## src/rtl/branch_pc_unit.sv

```systemverilog
// branch_pc_unit: program counter, branch resolution and misaligned-target trap handling.
//
// Ports:
//   i_clk, i_rst          clock; synchronous active-high reset
//   i_inst_vld            instruction at o_pc executes this cycle
//   i_stall               hold all state this cycle
//   i_is_branch/i_is_jump instruction class (a jump wins when both are set)
//   i_funct3              branch condition select
//   i_br_less/i_br_equal  compare results from the branch comparator
//   i_target              branch / jump target
//   i_trap_ack            trap handler accepts the pending trap
//   o_br_un               unsigned-compare select for the branch comparator
//   o_pc, o_pc_four       current PC and PC + 4
//   o_taken               combinational redirect decision
//   o_trap, o_epc         trap pending flag and faulting PC
//   o_br_cnt/o_taken_cnt  saturating counters of executed / taken branches
module branch_pc_unit #(
  parameter logic [31:0] RESET_PC = 32'h0000_0000,
  parameter logic [31:0] TRAP_VEC = 32'h0000_0100
) (
  input  logic        i_clk,
  input  logic        i_rst,
  input  logic        i_inst_vld,
  input  logic        i_stall,
  input  logic        i_is_branch,
  input  logic        i_is_jump,
  input  logic [2:0]  i_funct3,
  input  logic        i_br_less,
  input  logic        i_br_equal,
  input  logic [31:0] i_target,
  input  logic        i_trap_ack,
  output logic        o_br_un,
  output logic [31:0] o_pc,
  output logic [31:0] o_pc_four,
  output logic        o_taken,
  output logic        o_trap,
  output logic [31:0] o_epc,
  output logic [31:0] o_br_cnt,
  output logic [31:0] o_taken_cnt
);

  typedef enum logic [0:0] {StRun, StTrap} state_e;

  state_e      state_q, state_d;
  logic [31:0] pc_q, pc_d;
  logic [31:0] epc_q, epc_d;
  logic [31:0] br_cnt_q, br_cnt_d;
  logic [31:0] taken_cnt_q, taken_cnt_d;

  logic cond;
  logic run;
  logic advance;
  logic br_exec;

  always_comb begin
    cond = 1'b0;
    case (i_funct3)
      3'b000:          cond = i_br_equal;
      3'b001:          cond = ~i_br_equal;
      3'b100, 3'b110:  cond = i_br_less;
      3'b101, 3'b111:  cond = ~i_br_less;
      default:         cond = 1'b0;
    endcase
  end

  assign run     = (state_q == StRun);
  assign o_taken = run & i_inst_vld & (i_is_jump | (i_is_branch & cond));
  assign advance = run & ~i_stall & i_inst_vld;
  // A jump with the branch flag also set is a jump only and is not counted.
  assign br_exec = advance & i_is_branch & ~i_is_jump;

  always_comb begin
    state_d     = state_q;
    pc_d        = pc_q;
    epc_d       = epc_q;
    br_cnt_d    = br_cnt_q;
    taken_cnt_d = taken_cnt_q;

    if (run) begin
      if (advance) begin
        if (o_taken) begin
          if (i_target[1:0] != 2'b00) begin
            pc_d    = TRAP_VEC;
            epc_d   = pc_q;
            state_d = StTrap;
          end else begin
            pc_d = i_target;
          end
        end else begin
          pc_d = pc_q + 32'd4;
        end
      end
      // Counters saturate; a taken branch to a misaligned target still counts.
      if (br_exec && (br_cnt_q != '1)) begin
        br_cnt_d = br_cnt_q + 32'd1;
      end
      if (br_exec && cond && (taken_cnt_q != '1)) begin
        taken_cnt_d = taken_cnt_q + 32'd1;
      end
    end else begin
      pc_d = TRAP_VEC;
      if (i_trap_ack) begin
        state_d = StRun;
      end
    end
  end

  always_ff @(posedge i_clk) begin
    if (i_rst) begin
      state_q     <= StRun;
      pc_q        <= RESET_PC;
      epc_q       <= 32'd0;
      br_cnt_q    <= 32'd0;
      taken_cnt_q <= 32'd0;
    end else begin
      state_q     <= state_d;
      pc_q        <= pc_d;
      epc_q       <= epc_d;
      br_cnt_q    <= br_cnt_d;
      taken_cnt_q <= taken_cnt_d;
    end
  end

  assign o_br_un     = i_funct3[1];
  assign o_pc        = pc_q;
  assign o_pc_four   = pc_q + 32'd4;
  assign o_trap      = (state_q == StTrap);
  assign o_epc       = epc_q;
  assign o_br_cnt    = br_cnt_q;
  assign o_taken_cnt = taken_cnt_q;

endmodule

```

## config.mk

```make
export PLATFORM = sky130hd
export DESIGN_NAME = branch_pc_unit
export DESIGN_NICKNAME = d
export VERILOG_FILES = /design/src/rtl/branch_pc_unit.sv
export SDC_FILE = /design/constraint.sdc
export NUM_CORES = 1
export LEC_CHECK = 0
export ABC_AREA = 0
export CAP_MARGIN = 20
export CORE_ASPECT_RATIO = 1.5
export CORE_MARGIN = 2
export CORE_UTILIZATION = 40
export CTS_BUF_LIST = sky130_fd_sc_hd__clkbuf_4 sky130_fd_sc_hd__clkbuf_8 sky130_fd_sc_hd__clkbuf_16
export DETAILED_ROUTE_END_ITERATION = 7
export GPL_ROUTABILITY_DRIVEN = 0
export PLACE_DENSITY_LB_ADDON = 0.25
export SLEW_MARGIN = 20
export SYNTH_ARGS = -nofsm -noshare
export SYNTH_HDL_FRONTEND = slang
export SYNTH_SLANG_ARGS = --single-unit
export TNS_END_PERCENT = 30
```

## constraint.sdc

```tcl
create_clock -name i_clk -period 2.9 [get_ports i_clk]
set_input_delay 0.435 -clock i_clk [delete_from_list [all_inputs] [get_ports i_clk]]
set_output_delay 0.435 -clock i_clk [all_outputs]
set_load 0.005 [all_outputs]
```

==> images/m1.png <==
Bar = 20 um.
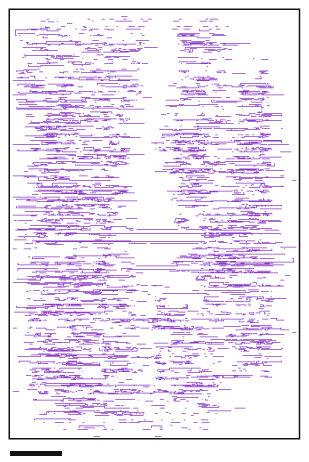
wire length on this layer: 8680 um
longest straight run: 64.4 um
main direction: horizontal
nets with wire on the layer: 1027
share of all routed wire: 37%

==> images/m2.png <==
Bar = 20 um. Cells faint in the background.
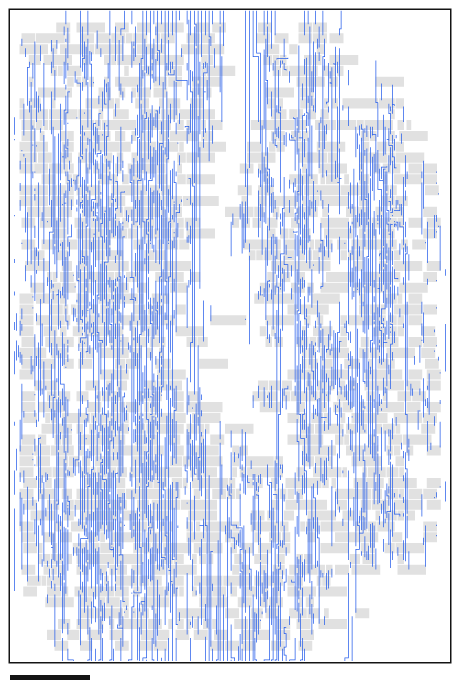
share of all routed wire: 52%
main direction: vertical
longest straight run: 73.0 um
nets with wire on the layer: 976

==> images/m3.png <==
Bar = 20 um. Cells faint in the background.
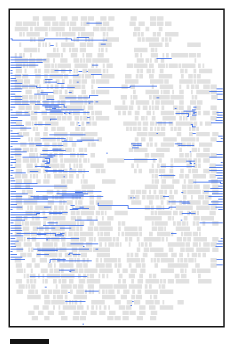
share of all routed wire: 7.8%
nets with wire on the layer: 197
longest straight run: 37.3 um
wire length on this layer: 1840 um
main direction: horizontal

==> impl_metrics.json <==
{
  "status": "finished, violations left",
  "violations": "setup timing",
  "num_vias": 7666,
  "die_x_um": 110.3,
  "max-vdd-ir-drop_v": 0.0002775,
  "start_kind": "register",
  "cp-startpoint": "o_pc[2]",
  "setup_violations": 9,
  "ios": 207,
  "clock_sink_count": 129,
  "ys_async_sr_fraction": 0,
  "drc": 0,
  "antenna_found_initial": 0,
  "grt_pass1_vias": 7318,
  "crit_arrival_ns": 2.59,
  "cts_made_buffers": 17,
  "rows": 58,
  "fin_crit_ns": 3.024,
  "lay_top_count": "clkdlybuf4s50_1",
  "core-area_um2": 16690,
  "cp_common_cell": "buf_4",
  "cts-root-buf": "clkbuf_16",
  "yosys_cells": 865,
  "io_buffers": 206,
  "fin_ws_ns": -0.1243,
  "critical_path_class": "reg -> out",
  "max-clock-path-buffers": 2,
  "max_stage_delay_ns": 0.54,
  "wl_mm": 23.60,
  "worst_clock_skew_ns": 0.009527,
  "synthCells": 865,
  "finalClockPeriodUsage": 1.043,
  "ys_warn_count": 0,
  "chip_area_um2": 18040,
  "synth_area_per_cell_um2": 7.843,
  "grt_pass1_wl_mm": 36.81,
  "nets": 1154,
  "detail-route-antenna-nets": 0,
  "rr_worst_depth": 5,
  "hold_viol_final": 0,
  "top_area_frac": 0.3807
}
==> images/m4.png <==
Bar = 20 um.
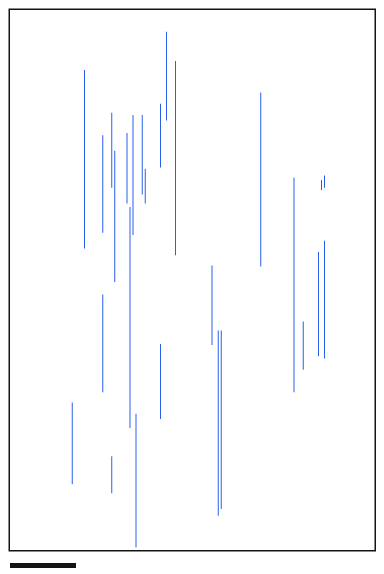
main direction: vertical
longest straight run: 66.6 um
wire length on this layer: 871 um

==> images/congestion_map.png <==
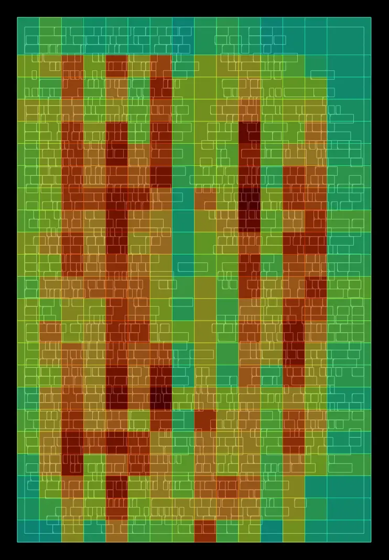
GR Util met3: 0.06385
global-route met2 utilization: 0.4618
wire per inst: 17.74 um
routing usage on met1: 0.2906
GRT Total Usage: 0.2624

-- synth_stat cells (all sizes together) (14+ instances only) --
| master | instances |
|---|---|
| nor4 | 20 |
| or4 | 18 |
| nand4 | 34 |
| or3 | 30 |
| and3 | 14 |
| a21oi | 107 |
| nand3 | 36 |
| clkbuf | 47 |
| nor2 | 40 |
| o21ai | 48 |
| dfxtp | 129 |
| nor3 | 22 |
| xnor2 | 21 |
| nand2 | 128 |
| xor2 | 21 |
-- logic make-up after synthesis --
logic type,after synthesis,share of synthesized area
simple gates,382,0.2993
compound gates,232,0.2062
flops,129,0.3807
buf+inv,72,0.04592
xor+xnor,42,0.05422
mux,5,0.008115
fa+ha+maj,3,0.005534
-- area by class of cell --
cell class | count | area, um2 | area share
clock inverter | 13 | 127.6 | 0.01256
inverter | 13 | 48.80 | 0.004801
timing repair buffer | 282 | 2659 | 0.2616
multi-input combinational | 664 | 4031 | 0.3966
tap | 210 | 262.8 | 0.02585
sequential | 129 | 2582 | 0.2541
clock buffer | 19 | 452.9 | 0.04456
-- where the power goes --
group	switching, mW	leakage [nW]	total [mW]	internal (mW)
registers	0.0188	1.04	1.81	1.79
clock network	0.872	0.265	2.11	1.24
logic	0.224	2.31	0.425	0.200
-- layer usage --
metal | up-vias | share of wire | global-route usage | wire (um)
met4 | 0 | 0.037 | 0.1233 | 871
met2 | 360 | 0.52 | 0.4618 | 12210
met1 | 3580 | 0.37 | 0.2906 | 8676
met5 | - | 0 | 0 | 0
met3 | 64 | 0.078 | 0.06385 | 1840
li1 | 3662 | - | - | -
-- registers in the layout, summed over array words and instances, names as in the netlist, named ones only --
name         cells
o_br_cnt        32
o_pc            30
o_taken_cnt     32
o_epc           32
o_trap           1
-- timing repair --
action	4_1_cts	5_1_grt
cloned	0	0
resized	20	19
setup endpoints to repair	17	21
pin swaps	4	3
buffers inserted	5	3
-- worst max-delay path by stage --
stage | to | depth (start not counted)
global placement | o_br_cnt[16] | 6
floorplan | o_pc_four[28] | 5
global route | o_pc_four[30] | 8
detailed placement | o_br_cnt[18] | 6
CTS | o_pc_four[25] | 6
finish | o_pc_four[17] | 7
-- worst register-to-register path, cell delays in order (launching register included) --
cell      delay [ns]
dfxtp_1         0.43
nand4_1         0.31
or4_1           0.76
or4_1           0.55
o211ai_1        0.18
o41ai_1         0.09
-- metrics by stage --
stage	utilization	TNS, ns	power [mW]	setup slack, ns
3_5_place_dp	0.5621	0	2.267	0.02102
5_1_grt	0.6090	-0.9858	4.486	-0.1518
3_3_place_gp	0.5621	0	2.267	0.06471
2_1_floorplan	-	0	2.025	0.4656
4_1_cts	0.6022	-0.5610	4.360	-0.1510
6_report	0.6090	-0.4293	4.344	-0.1243
Power is estimated from default activity; no workload was simulated.
